## src/rtl/blob_pattern_gen.sv

```systemverilog
// ---------------------------------------------------------------------------
// blob_pattern_gen
//
// Synthetic marker-scene source. Produces a VGA-style raster (HS, VS, pixel
// counters) and a binary pixel flag that is high inside up to four blobs
// centred on programmable coordinates. The signal set matches what the point
// finder consumes, so the finder can be driven without a camera.
//
// Blob coordinates are double-buffered: i_LOAD captures a new set into a
// staging copy, and the staging copy moves into the active (shadow) copy only
// on the last pixel of a frame. The new set therefore applies from pixel (0,0)
// of the next frame.
//
// Build option:
//   BLOB_DIAMOND_EN  defined   -> diamond blobs, |dH|+|dV| <= RADIUS
//                    undefined -> square blobs, |dH|<=RADIUS and |dV|<=RADIUS
//
// Ports:
//   CLK              pixel clock
//   RESET_N          asynchronous active-low reset
//   i_ENABLE         gates BINARY_FLAG (raster always runs)
//   i_LOAD           single-cycle strobe: stage i_POINT_EN / i_POINT_H/V_*
//   i_POINT_EN[3:0]  per-blob enable
//   i_POINT_H_0..3   blob centre columns
//   i_POINT_V_0..3   blob centre lines
//   VGA_HS, VGA_VS   active-low syncs
//   H_CNT, V_CNT     current pixel position
//   BINARY_FLAG      current pixel lies inside an enabled blob
//   o_LOAD_PENDING   a staged set is waiting for the frame boundary
//   o_LOAD_DONE      one-cycle pulse on pixel (0,0) when a set was applied
//   o_FRAME_CNT      frames completed (wraps)
//
// Every output is a register. The counters, syncs and flag are all computed
// from the *next* pixel position and registered together, so in any cycle they
// describe the same pixel.
// ---------------------------------------------------------------------------
module blob_pattern_gen #(
  parameter int H_ACTIVE = 640,
  parameter int H_FP     = 16,
  parameter int H_SYNC   = 96,
  parameter int H_BP     = 48,
  parameter int V_ACTIVE = 480,
  parameter int V_FP     = 10,
  parameter int V_SYNC   = 2,
  parameter int V_BP     = 33,
  parameter int RADIUS   = 3
) (
  input  logic        CLK,
  input  logic        RESET_N,
  input  logic        i_ENABLE,
  input  logic        i_LOAD,
  input  logic [3:0]  i_POINT_EN,
  input  logic [15:0] i_POINT_H_0,
  input  logic [15:0] i_POINT_H_1,
  input  logic [15:0] i_POINT_H_2,
  input  logic [15:0] i_POINT_H_3,
  input  logic [15:0] i_POINT_V_0,
  input  logic [15:0] i_POINT_V_1,
  input  logic [15:0] i_POINT_V_2,
  input  logic [15:0] i_POINT_V_3,
  output logic        VGA_HS,
  output logic        VGA_VS,
  output logic [15:0] H_CNT,
  output logic [15:0] V_CNT,
  output logic        BINARY_FLAG,
  output logic        o_LOAD_PENDING,
  output logic        o_LOAD_DONE,
  output logic [15:0] o_FRAME_CNT
);

  // -------------------------------------------------------------------------
  // Raster geometry
  // -------------------------------------------------------------------------
  localparam int H_TOTAL = H_ACTIVE + H_FP + H_SYNC + H_BP;
  localparam int V_TOTAL = V_ACTIVE + V_FP + V_SYNC + V_BP;

  localparam logic [15:0] H_LAST     = 16'(H_TOTAL - 1);
  localparam logic [15:0] V_LAST     = 16'(V_TOTAL - 1);
  localparam logic [15:0] H_ACT_W    = 16'(H_ACTIVE);
  localparam logic [15:0] V_ACT_W    = 16'(V_ACTIVE);
  localparam logic [15:0] HS_FIRST   = 16'(H_ACTIVE + H_FP);
  localparam logic [15:0] HS_LAST    = 16'(H_ACTIVE + H_FP + H_SYNC - 1);
  localparam logic [15:0] VS_FIRST   = 16'(V_ACTIVE + V_FP);
  localparam logic [15:0] VS_LAST    = 16'(V_ACTIVE + V_FP + V_SYNC - 1);

  // -------------------------------------------------------------------------
  // Blob hit test. Differences are taken as 17-bit signed values so a centre
  // near the edge never wraps around to the far side of the raster.
  // -------------------------------------------------------------------------
  function automatic logic blob_hit(input logic [15:0] h, input logic [15:0] v,
                                    input logic [15:0] ch, input logic [15:0] cv);
    logic signed [16:0] dh;
    logic signed [16:0] dv;
    logic [16:0]        ah;
    logic [16:0]        av;
`ifdef BLOB_DIAMOND_EN
    logic [17:0]        dist;
`endif
    dh = $signed({1'b0, h}) - $signed({1'b0, ch});
    dv = $signed({1'b0, v}) - $signed({1'b0, cv});
    ah = dh[16] ? 17'(-dh) : 17'(dh);
    av = dv[16] ? 17'(-dv) : 17'(dv);
`ifdef BLOB_DIAMOND_EN
    dist = {1'b0, ah} + {1'b0, av};
    return dist <= 18'(RADIUS);
`else
    return (ah <= 17'(RADIUS)) && (av <= 17'(RADIUS));
`endif
  endfunction

  // -------------------------------------------------------------------------
  // Input coordinate arrays
  // -------------------------------------------------------------------------
  logic [15:0] in_h [4];
  logic [15:0] in_v [4];

  assign in_h[0] = i_POINT_H_0;
  assign in_h[1] = i_POINT_H_1;
  assign in_h[2] = i_POINT_H_2;
  assign in_h[3] = i_POINT_H_3;
  assign in_v[0] = i_POINT_V_0;
  assign in_v[1] = i_POINT_V_1;
  assign in_v[2] = i_POINT_V_2;
  assign in_v[3] = i_POINT_V_3;

  // -------------------------------------------------------------------------
  // State
  // -------------------------------------------------------------------------
  logic [15:0] h_cnt;
  logic [15:0] v_cnt;
  logic        hs_q;
  logic        vs_q;
  logic        flag_q;
  logic        done_q;
  logic [15:0] frame_cnt;

  logic [3:0]  stg_en;
  logic [15:0] stg_h [4];
  logic [15:0] stg_v [4];
  logic [3:0]  shd_en;
  logic [15:0] shd_h [4];
  logic [15:0] shd_v [4];

  // Load handshake: i_LOAD is a one-cycle strobe with no back-pressure. The
  // block always accepts it; a later strobe before the frame boundary simply
  // replaces the staged set. o_LOAD_PENDING mirrors LOAD_PENDING, and
  // o_LOAD_DONE pulses on the first pixel that uses the applied set.
  typedef enum logic {
    LOAD_IDLE    = 1'b0,
    LOAD_PENDING = 1'b1
  } load_state_t;

  load_state_t load_state;
  load_state_t load_state_next;

  // -------------------------------------------------------------------------
  // Next pixel position
  // -------------------------------------------------------------------------
  logic        h_wrap;
  logic        boundary;
  logic [15:0] h_next;
  logic [15:0] v_next;

  assign h_wrap   = (h_cnt == H_LAST);
  assign boundary = h_wrap && (v_cnt == V_LAST);

  always_comb begin
    h_next = h_cnt + 16'd1;
    v_next = v_cnt;
    if (h_wrap) begin
      h_next = '0;
      v_next = (v_cnt == V_LAST) ? 16'd0 : v_cnt + 16'd1;
    end
  end

  // -------------------------------------------------------------------------
  // Load FSM next state. apply_set marks the boundary cycle in which the
  // shadow copy is replaced; a strobe landing exactly on the boundary is
  // applied directly from the inputs.
  // -------------------------------------------------------------------------
  logic apply_set;

  always_comb begin
    load_state_next = load_state;
    apply_set       = 1'b0;
    if (boundary && ((load_state == LOAD_PENDING) || i_LOAD)) begin
      load_state_next = LOAD_IDLE;
      apply_set       = 1'b1;
    end else if (i_LOAD) begin
      load_state_next = LOAD_PENDING;
    end
  end

  // -------------------------------------------------------------------------
  // Effective blob set for the pixel being computed. In the boundary cycle the
  // next pixel is (0,0) of the new frame, so it must already see the set that
  // is being applied.
  // -------------------------------------------------------------------------
  logic [3:0]  eff_en;
  logic [15:0] eff_h [4];
  logic [15:0] eff_v [4];

  always_comb begin
    eff_en = shd_en;
    for (int k = 0; k < 4; k++) begin
      eff_h[k] = shd_h[k];
      eff_v[k] = shd_v[k];
    end
    if (apply_set) begin
      if (i_LOAD) begin
        eff_en = i_POINT_EN;
        for (int k = 0; k < 4; k++) begin
          eff_h[k] = in_h[k];
          eff_v[k] = in_v[k];
        end
      end else begin
        eff_en = stg_en;
        for (int k = 0; k < 4; k++) begin
          eff_h[k] = stg_h[k];
          eff_v[k] = stg_v[k];
        end
      end
    end
  end

  // -------------------------------------------------------------------------
  // Syncs and flag for the next pixel
  // -------------------------------------------------------------------------
  logic hs_next;
  logic vs_next;
  logic hit_any;
  logic flag_next;

  always_comb begin
    hs_next = !((h_next >= HS_FIRST) && (h_next <= HS_LAST));
    vs_next = !((v_next >= VS_FIRST) && (v_next <= VS_LAST));
    hit_any = 1'b0;
    for (int k = 0; k < 4; k++) begin
      if (eff_en[k] && blob_hit(h_next, v_next, eff_h[k], eff_v[k])) begin
        hit_any = 1'b1;
      end
    end
    // Clipping to the visible area is done here, so blobs hanging over an
    // edge simply lose their outside part.
    flag_next = i_ENABLE && (h_next < H_ACT_W) && (v_next < V_ACT_W) && hit_any;
  end

  // -------------------------------------------------------------------------
  // Registers
  // -------------------------------------------------------------------------
  always_ff @(posedge CLK or negedge RESET_N) begin
    if (!RESET_N) begin
      load_state <= LOAD_IDLE;
    end else begin
      load_state <= load_state_next;
    end
  end

  always_ff @(posedge CLK or negedge RESET_N) begin
    if (!RESET_N) begin
      h_cnt     <= '0;
      v_cnt     <= '0;
      hs_q      <= 1'b1;
      vs_q      <= 1'b1;
      flag_q    <= 1'b0;
      done_q    <= 1'b0;
      frame_cnt <= '0;
      stg_en    <= '0;
      shd_en    <= '0;
      for (int k = 0; k < 4; k++) begin
        stg_h[k] <= '0;
        stg_v[k] <= '0;
        shd_h[k] <= '0;
        shd_v[k] <= '0;
      end
    end else begin
      h_cnt  <= h_next;
      v_cnt  <= v_next;
      hs_q   <= hs_next;
      vs_q   <= vs_next;
      flag_q <= flag_next;
      done_q <= apply_set;
      if (boundary) begin
        frame_cnt <= frame_cnt + 16'd1;
      end
      if (i_LOAD) begin
        stg_en <= i_POINT_EN;
        for (int k = 0; k < 4; k++) begin
          stg_h[k] <= in_h[k];
          stg_v[k] <= in_v[k];
        end
      end
      if (apply_set) begin
        shd_en <= eff_en;
        for (int k = 0; k < 4; k++) begin
          shd_h[k] <= eff_h[k];
          shd_v[k] <= eff_v[k];
        end
      end
    end
  end

  // -------------------------------------------------------------------------
  // Outputs
  // -------------------------------------------------------------------------
  assign H_CNT          = h_cnt;
  assign V_CNT          = v_cnt;
  assign VGA_HS         = hs_q;
  assign VGA_VS         = vs_q;
  assign BINARY_FLAG    = flag_q;
  assign o_LOAD_PENDING = (load_state == LOAD_PENDING);
  assign o_LOAD_DONE    = done_q;
  assign o_FRAME_CNT    = frame_cnt;

endmodule
```

## config.mk

```make
export PLATFORM = sky130hd
export DESIGN_NAME = blob_pattern_gen
export DESIGN_NICKNAME = d
export VERILOG_FILES = /design/src/rtl/blob_pattern_gen.sv
export SDC_FILE = /design/constraint.sdc
export NUM_CORES = 1
export LEC_CHECK = 0
export CAP_MARGIN = 10
export CORE_ASPECT_RATIO = 1.75
export CORE_UTILIZATION = 40
export CTS_BUF_LIST = sky130_fd_sc_hd__clkbuf_2
export DETAILED_ROUTE_END_ITERATION = 10
export GPL_TIMING_DRIVEN = 0
export SYNTH_ARGS = -nofsm -noshare
export SYNTH_HDL_FRONTEND = slang
export SYNTH_SLANG_ARGS = --single-unit
export TNS_END_PERCENT = 50
```

## constraint.sdc

```tcl
create_clock -name CLK -period 18.7 [get_ports CLK]
set_input_delay 3.74 -clock CLK [delete_from_list [all_inputs] [get_ports CLK]]
set_output_delay 3.74 -clock CLK [all_outputs]
set_load 0.05 [all_outputs]
```

==> impl_metrics.xml, run 1 <==
<?xml version="1.0" encoding="UTF-8"?>
<metrics>
  <group name="status">
    <metric name="result_of_the_run" unit="">completed</metric>
  </group>
  <group name="final_timing">
    <metric name="timing.hold.ws" unit="ns">0.477</metric>
    <metric name="rsz_0062_raised_after_global_routing" unit="">no</metric>
    <metric name="timing_limited_maximum_frequency" unit="MHz">90.6</metric>
    <metric name="worstMarginPinSlew" unit="ns">1.32</metric>
    <metric name="tns" unit="ns">0</metric>
    <metric name="maxSlewViolCount" unit="">0</metric>
    <metric name="final_count_of_hold_timing_violations" unit="">0</metric>
    <metric name="final_period_minus_worst_setup_slack" unit="ns">11.04</metric>
    <metric name="final-setup-viol-count" unit="">0</metric>
  </group>
  <group name="power_and_ir_drop">
    <metric name="p_switching" unit="W">0.000363</metric>
    <metric name="p_leak" unit="nW">12.3</metric>
    <metric name="sequentialPowerShare" unit="%">54.2</metric>
    <metric name="power_density" unit="mW/mm^2">49.0</metric>
    <metric name="power.combinational.fraction" unit="%">7.4</metric>
    <metric name="power.internal" unit="W">0.000966</metric>
    <metric name="vdd_ir_drop_max" unit="mV">0.0463</metric>
  </group>
  <group name="cts">
    <metric name="clkSinkCount" unit="">317</metric>
    <metric name="postCtsSetupBuffers" unit="">0</metric>
    <metric name="post_cts_resized" unit="">0</metric>
    <metric name="clock_insertion_delay_worst_skew" unit="ns">1.18</metric>
    <metric name="ctsHtreeMaxLevel" unit="">3</metric>
  </group>
  <group name="logic_synthesis">
    <metric name="floorplan.nets" unit="">3007</metric>
    <metric name="yosys.stat.chipArea" unit="sq mm">0.0233</metric>
    <metric name="yosys_register_bits" unit="">317</metric>
    <metric name="yosys_most_used_dff" unit="">dfrtp_1</metric>
    <metric name="edf_count" unit="">0</metric>
    <metric name="synth-warning-count" unit="">0</metric>
    <metric name="ys_async_sr_fraction" unit="%">100</metric>
  </group>
  <group name="die">
    <metric name="core_util_floorplan" unit="%">40.6</metric>
    <metric name="die_x" unit="um">185</metric>
  </group>
  <group name="critical_path">
    <metric name="worst_ep_required_time" unit="ns">19.77</metric>
    <metric name="crit_path_cell_trace" unit="">clkbuf_1, or2_2, buf_1, nand3_1, inv_2, clkbuf_1, clkbuf_1, clkbuf_1, nand2_1, nand2_1, inv_1, ha_1, o31ai_1, a21oi_1, o2111ai_1, or3b_2, nor4_1, nand2_1, o21ai_0, nand2_1, a31o_2, a2111oi_2, o2111ai_1, a41oi_2</metric>
    <metric name="criticalPathCategory" unit="">input pin to flip-flop</metric>
    <metric name="critical_path_slowest_stage_cell" unit="">clkbuf_1</metric>
    <metric name="crit_fanout" unit="">10</metric>
  </group>
  <group name="global_routing">
    <metric name="first_global_vias" unit="">22100</metric>
    <metric name="globalRoute.totalOverflow" unit="">0</metric>
  </group>
  <group name="detailed_routing">
    <metric name="post_drt_wl_per_cell" unit="um">20.7</metric>
    <metric name="drt_iter0_markers" unit="">1265</metric>
    <metric name="ant_nets" unit="">0</metric>
    <metric name="drtPass1Iterations" unit="">7</metric>
    <metric name="dr_total_vias" unit="">21600</metric>
  </group>
  <group name="layout">
    <metric name="synthToLayoutAreaGrowth" unit="%">16.2</metric>
    <metric name="final_layout_top_logic_cell" unit="">nand2_1</metric>
  </group>
  <group name="placed_design">
    <metric name="io_buffers" unit="">187</metric>
  </group>
</metrics>
## run 1: area by class of cell
| class | instances | share of cell area, % |
|---|---|---|
| antenna | 5 | 0.0461 |
| buffer | 96 | 1.48 |
| clock buffer | 109 | 2.01 |
| clock inverter | 28 | 0.724 |
| inverter | 188 | 2.60 |
| multi-input combinational | 2125 | 52.8 |
| sequential | 317 | 29.2 |
| tap | 767 | 3.54 |
| timing repair buffer | 201 | 7.53 |
## run 1: stage by stage
step / util [%] / power (W) / cells
floorplan: - / 0.000772 / 2726
global placement: 45.6 / 0.000830 / 3680
detailed placement: 45.8 / 0.000834 / 3690
CTS: 47.1 / 0.00135 / 3827
global route: 47.2 / 0.00139 / 3835
finish: 47.2 / 0.00133 / 3836
## run 1: path summary, 6_finish.rpt
path / depth (start not counted) / end / slack [ns] / start
max: 24 / BINARY_FLAG / 7.66 / i_LOAD
min: 1 / o_FRAME_CNT[15] / 0.48 / o_FRAME_CNT[15]
max reg2reg: 26 / BINARY_FLAG / 9.82 / H_CNT[1]
min reg2reg: 1 / o_FRAME_CNT[15] / 0.48 / o_FRAME_CNT[15]
max in group asynchronous: 3 / stg_h[52] / 14.89 / RESET_N
min in group asynchronous: 1 / shd_h[37] / 2.49 / RESET_N
## run 1: cell usage after synthesis (all sizes together) (33+ instances only)
cell	count	area share, %
ha	137	7.3
a21oi	142	3.1
nand4	39	1.1
nor3	62	1.3
nand2	514	8.3
nand3	73	1.6
inv	187	3.0
o21ai	90	1.9
a31oi	33	0.88
mux2	156	7.5
a21o	49	1.6
xnor2	88	3.3
clkbuf	75	1.2
nor2	148	2.4
and3	33	0.88
xor2	59	2.2
dfrtp	315	34
## run 1: metal layers
metal | track usage (%) | up-vias | wire length [um]
met4 | 14.7 | 0 | 4050
met3 | 3.69 | 166 | 3340
met1 | 29.0 | 10500 | 30000
met2 | 50.6 | 622 | 41900
met5 | 0 | - | 0
li1 | - | 10300 | -
## run 1: cell families (layout without fill, tap and decap cells)
kind of cell    after synthesis  after routing  share of synthesized area [%]
buf+inv                     284            622                           4.74
xor+xnor                    148            148                           5.61
simple gates               1064           1064                           21.5
flops                       317            317                           34.0
compound gates              594            594                           17.9
fa+ha+maj                   145            145                           8.03
mux                         174            174                           8.29
other cells                   0              5                              0
## run 1: worst max-delay path, delay by kind of cell
| family | cells | cell delay (ns) |
|---|---|---|
| adder cells (fa/ha/maj) | 1 | 0.28 |
| buffers and inverters | 7 | 3.06 |
| AND-OR/OR-AND | 8 | 2.76 |
| AND/OR/NAND/NOR | 8 | 2.25 |
## run 1: flip-flops by register name, summed over array words and instances, names as in the netlist
name and cells:
shd_v 64, o_LOAD_DONE 1, VGA_HS 1, stg_h 64, shd_h 64, V_CNT 16, VGA_VS 1, H_CNT 16
stg_v 64, o_FRAME_CNT 16, shd_en 4, o_LOAD_PENDING 1, BINARY_FLAG 1, stg_en 4
## run 1: power groups by stage
stage / registers (W) / clock network, W / logic (W)
finish: 0.000720 / 0.000510 / 0.0000988
floorplan: 0.000731 / 0 / 0.0000412
global route: 0.000723 / 0.000560 / 0.000108
detailed placement: 0.000734 / 0 / 0.000100
CTS: 0.000720 / 0.000533 / 0.000101
global placement: 0.000734 / 0 / 0.0000958
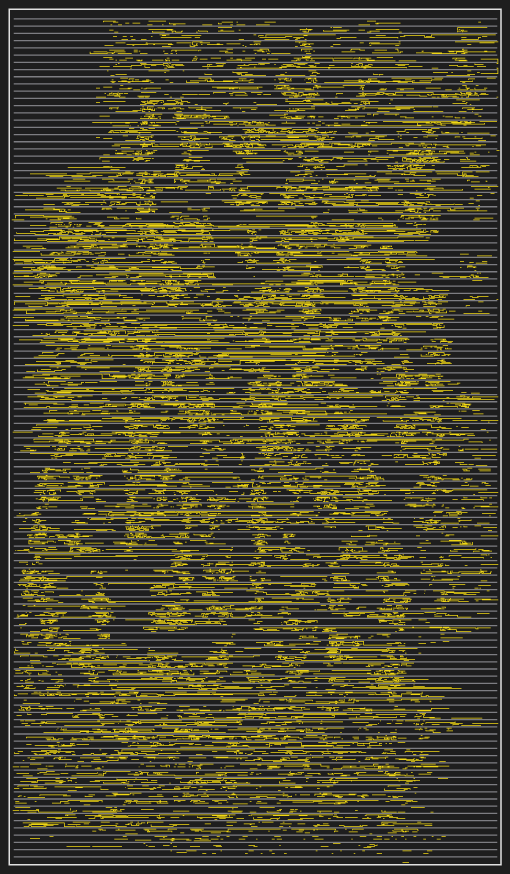
*Signal wires on met1, run 1*
Supply wires on this layer in gray.
wire length on this layer = 30.0 mm
main direction = horizontal
nets with wire on the layer = 3096

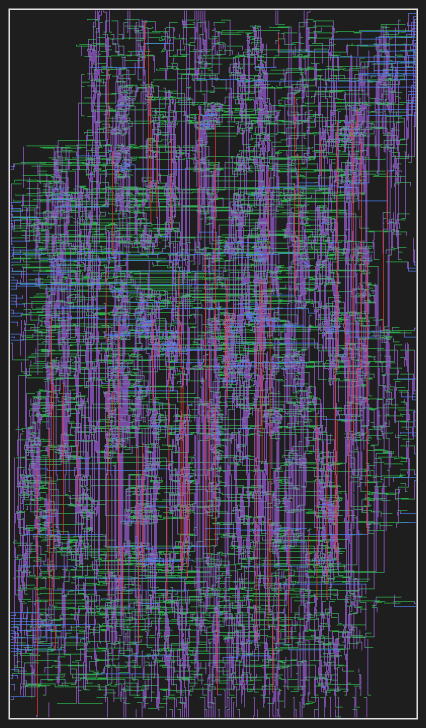
*Wiring by layer, run 1*
metal 1 -> green  # wire length 30.0 mm
metal 3 -> blue  # wire length 3340 um
metal 4 -> red  # wire length 4050 um
metal 2 -> purple  # wire length 41.9 mm

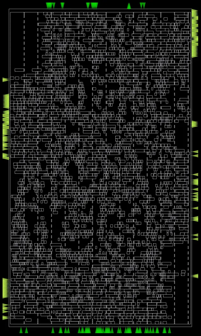
*Cell placement, run 1*
# Taps: 767
filler instances: 5786
Core Region: 0.0575 sq mm

--- run 2 (diff from run 1) ---
clock period = 10.7 ns   (was 18.7 ns; I/O delays follow)
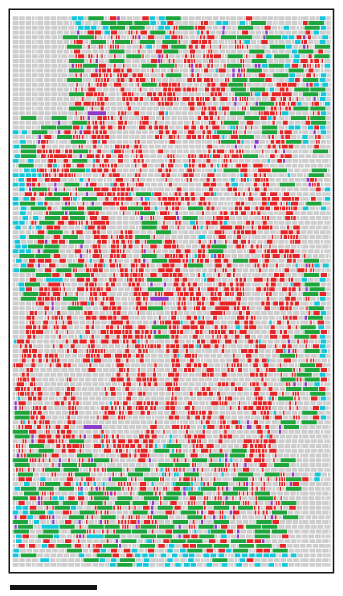
*Cell classes on the final placement, run 2*
The bar under the picture is 50 um long. Fill, decap, tap and diode cells in gray.
remaining buffers and delay cells -> cyan  # cells 297
clock drivers and dummy loads -> purple  # cells 137
sequential cells -> green  # cells 317
combinational and other logic -> red  # cells 2313
share of the core filled with cells in the final layout: 47.2%
cell area after layout: 0.0271 sq mm
sequential fraction of total cell area: 29.2%
std cell rows: 116

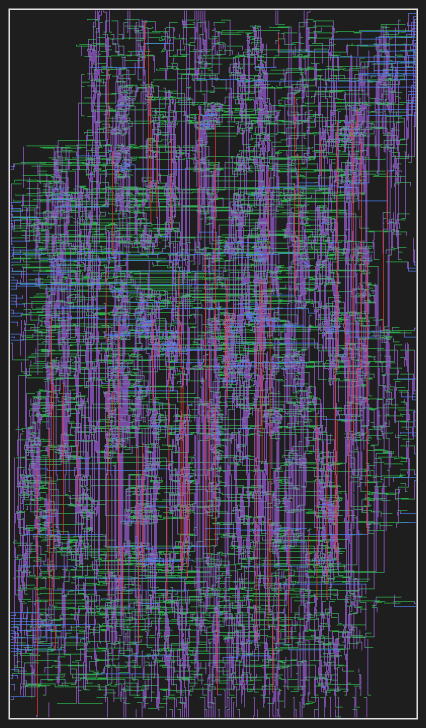
*Wiring by layer, run 2*
metal 4 -> red  # wire length 4050 um
metal 2 -> purple  # wire length 41.9 mm
metal 1 -> green  # wire length 30.0 mm
metal 3 -> blue  # wire length 3340 um

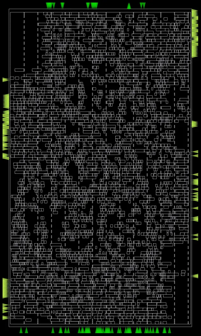
*Cell placement, run 2*
sequential cell count: 317
final instance count without filler cells: 3836

==> run 2 against run 1 <==
Net effect: clock power up 75%; die area unchanged; combinational power up 75%; via count unchanged; global-route usage unchanged; worst setup slack worse by 6.4 ns; wire length unchanged; critical path type unchanged; first-iteration DRC count unchanged; cell area unchanged; sequential cell count unchanged; hold slack unchanged; sequential power up 75%.
==> impl_metrics.xml, run 2 <==
<?xml version="1.0" encoding="UTF-8"?>
<metrics>
  <group name="status">
    <metric name="result_of_the_run" unit="">completed</metric>
  </group>
  <group name="layout">
    <metric name="final_layout_top_logic_cell" unit="">nand2_1</metric>
    <metric name="synthToLayoutAreaGrowth" unit="%">16.2</metric>
  </group>
  <group name="final_timing">
    <metric name="rsz_0062_raised_after_global_routing" unit="">no</metric>
    <metric name="final-setup-viol-count" unit="">0</metric>
    <metric name="final_count_of_hold_timing_violations" unit="">0</metric>
    <metric name="maxSlewViolCount" unit="">0</metric>
    <metric name="worstMarginPinSlew" unit="ns">1.32</metric>
    <metric name="final_period_minus_worst_setup_slack" unit="ns">9.44</metric>
    <metric name="tns" unit="ns">0</metric>
  </group>
  <group name="critical_path">
    <metric name="critical_path.top_delay_family" unit="">buffers and inverters</metric>
    <metric name="critical_path_buf_inv_count" unit="">7</metric>
    <metric name="crit_path_cell_trace" unit="">clkbuf_1, or2_2, buf_1, nand3_1, inv_2, clkbuf_1, clkbuf_1, clkbuf_1, nand2_1, nand2_1, inv_1, ha_1, o31ai_1, a21oi_1, o2111ai_1, or3b_2, nor4_1, nand2_1, o21ai_0, nand2_1, a31o_2, a2111oi_2, o2111ai_1, a41oi_2</metric>
    <metric name="critical_path_slowest_stage_cell" unit="">clkbuf_1</metric>
    <metric name="worst_ep_required_time" unit="ns">11.77</metric>
    <metric name="reg2regPathDepth" unit="">26</metric>
    <metric name="criticalPathCategory" unit="">input pin to flip-flop</metric>
    <metric name="worst_r2r_startpoint" unit="">H_CNT[1]</metric>
  </group>
  <group name="logic_synthesis">
    <metric name="netlist.top_cell.by_instances" unit="">nand2_1</metric>
    <metric name="synth.cellmix.adderShare" unit="%">8.03</metric>
    <metric name="netlist.top_cell.by_area" unit="">dfrtp_1</metric>
    <metric name="mux_area_share" unit="%">8.29</metric>
    <metric name="ys_async_sr_fraction" unit="%">100</metric>
    <metric name="xor_area_share" unit="%">5.61</metric>
    <metric name="ys_top_cells_by_area" unit="">dfrtp_1, nand2_1, mux2_2</metric>
    <metric name="yosys_register_bits" unit="">317</metric>
    <metric name="synth.cellmix.compoundShare" unit="%">17.9</metric>
  </group>
  <group name="detailed_routing">
    <metric name="ant_nets" unit="">0</metric>
    <metric name="dr_total_vias" unit="">21600</metric>
    <metric name="post_drt_wl_per_cell" unit="um">20.7</metric>
    <metric name="drtPass1Iterations" unit="">7</metric>
  </group>
  <group name="cts">
    <metric name="post_cts_resized" unit="">0</metric>
    <metric name="clkSinkCount" unit="">317</metric>
    <metric name="postCtsSetupBuffers" unit="">0</metric>
    <metric name="ctsHtreeMaxLevel" unit="">3</metric>
  </group>
  <group name="die">
    <metric name="die_x" unit="um">185</metric>
    <metric name="core_util_floorplan" unit="%">40.6</metric>
  </group>
  <group name="worst_hold_path">
    <metric name="worstHoldEndpoint" unit="">o_FRAME_CNT[15]</metric>
    <metric name="hold_start" unit="">o_FRAME_CNT[15]</metric>
  </group>
  <group name="power_and_ir_drop">
    <metric name="p_switching" unit="W">0.000634</metric>
    <metric name="sequentialPowerShare" unit="%">54.2</metric>
    <metric name="power.internal" unit="W">0.00169</metric>
    <metric name="power_density" unit="mW/mm^2">85.6</metric>
  </group>
  <group name="placed_design">
    <metric name="placed_cells" unit="">3690</metric>
    <metric name="io_buffers" unit="">187</metric>
  </group>
</metrics>
## run 2: kinds of logic (layout without fill, tap and decap cells)
| family | count (synthesis) | count (layout) |
|---|---|---|
| AND-OR/OR-AND | 594 | 594 |
| XOR/XNOR | 148 | 148 |
| adder cells (fa/ha/maj) | 145 | 145 |
| buffers and inverters | 284 | 622 |
| flip-flops | 317 | 317 |
| multiplexers | 174 | 174 |
| other | 0 | 5 |
| AND/OR/NAND/NOR | 1064 | 1064 |
## run 2: worst max-delay path by stage
stage / start / to / cells past startpoint
after floorplan: i_LOAD / BINARY_FLAG / 23
after global placement: RESET_N / o_LOAD_DONE / 1
after detailed placement: i_LOAD / BINARY_FLAG / 24
after CTS: i_LOAD / BINARY_FLAG / 26
after global routing: i_LOAD / BINARY_FLAG / 24
final: i_LOAD / BINARY_FLAG / 24
## run 2: layout make-up
cell class              instances  area [sq um]
diodes                          5          12.5
plain buffers                  96           400
clock buffers                 109           546
clock inverters                28           196
fillers                      5786         30300
inverters                     188           706
multi-input cells            2125         14300
flip-flops and latches        317          7940
well taps                     767           960
repair buffers                201          2040
## run 2: stage by stage
stage	setup slack [ns]	utilization (%)	hold slack, ns	power (W)
6_report	1.26	47.2	0.477	0.00232
5_1_grt	0.855	47.2	0.487	0.00243
4_1_cts	1.54	47.1	0.480	0.00237
3_5_place_dp	0.200	45.8	0.458	0.00146
3_3_place_gp	-6.33	45.6	0.452	0.00145
2_1_floorplan	3.18	-	0.435	0.00135
## run 2: per-layer routing
| layer | track usage [%] | share of wire [%] | wire (um) | vias to the layer above |
|---|---|---|---|---|
| met4 | 14.7 | 5.1 | 4050 | 0 |
| met3 | 3.69 | 4.2 | 3340 | 166 |
| li1 | - | - | - | 10300 |
| met2 | 50.6 | 53 | 41900 | 622 |
| met5 | 0 | 0 | 0 | - |
| met1 | 29.0 | 38 | 30000 | 10500 |
## run 2: worst reg2reg max path, delay by kind of cell, from the launching register on
| family | cells | cell delay (ns) |
|---|---|---|
| compound gates | 8 | 2.77 |
| fa+ha+maj | 2 | 0.52 |
| buf+inv | 7 | 2.67 |
| flops | 1 | 0.45 |
| simple gates | 9 | 2.44 |
## run 2: power by group through the flow
stage | registers (W) | logic (W) | clock network (W)
floorplan | 0.00128 | 0.0000719 | 0
global placement | 0.00128 | 0.000167 | 0
detailed placement | 0.00128 | 0.000175 | 0
CTS | 0.00126 | 0.000177 | 0.000931
global route | 0.00126 | 0.000189 | 0.000979
finish | 0.00126 | 0.000173 | 0.000890
No activity file was given, so power comes from the tool's default toggle rates.
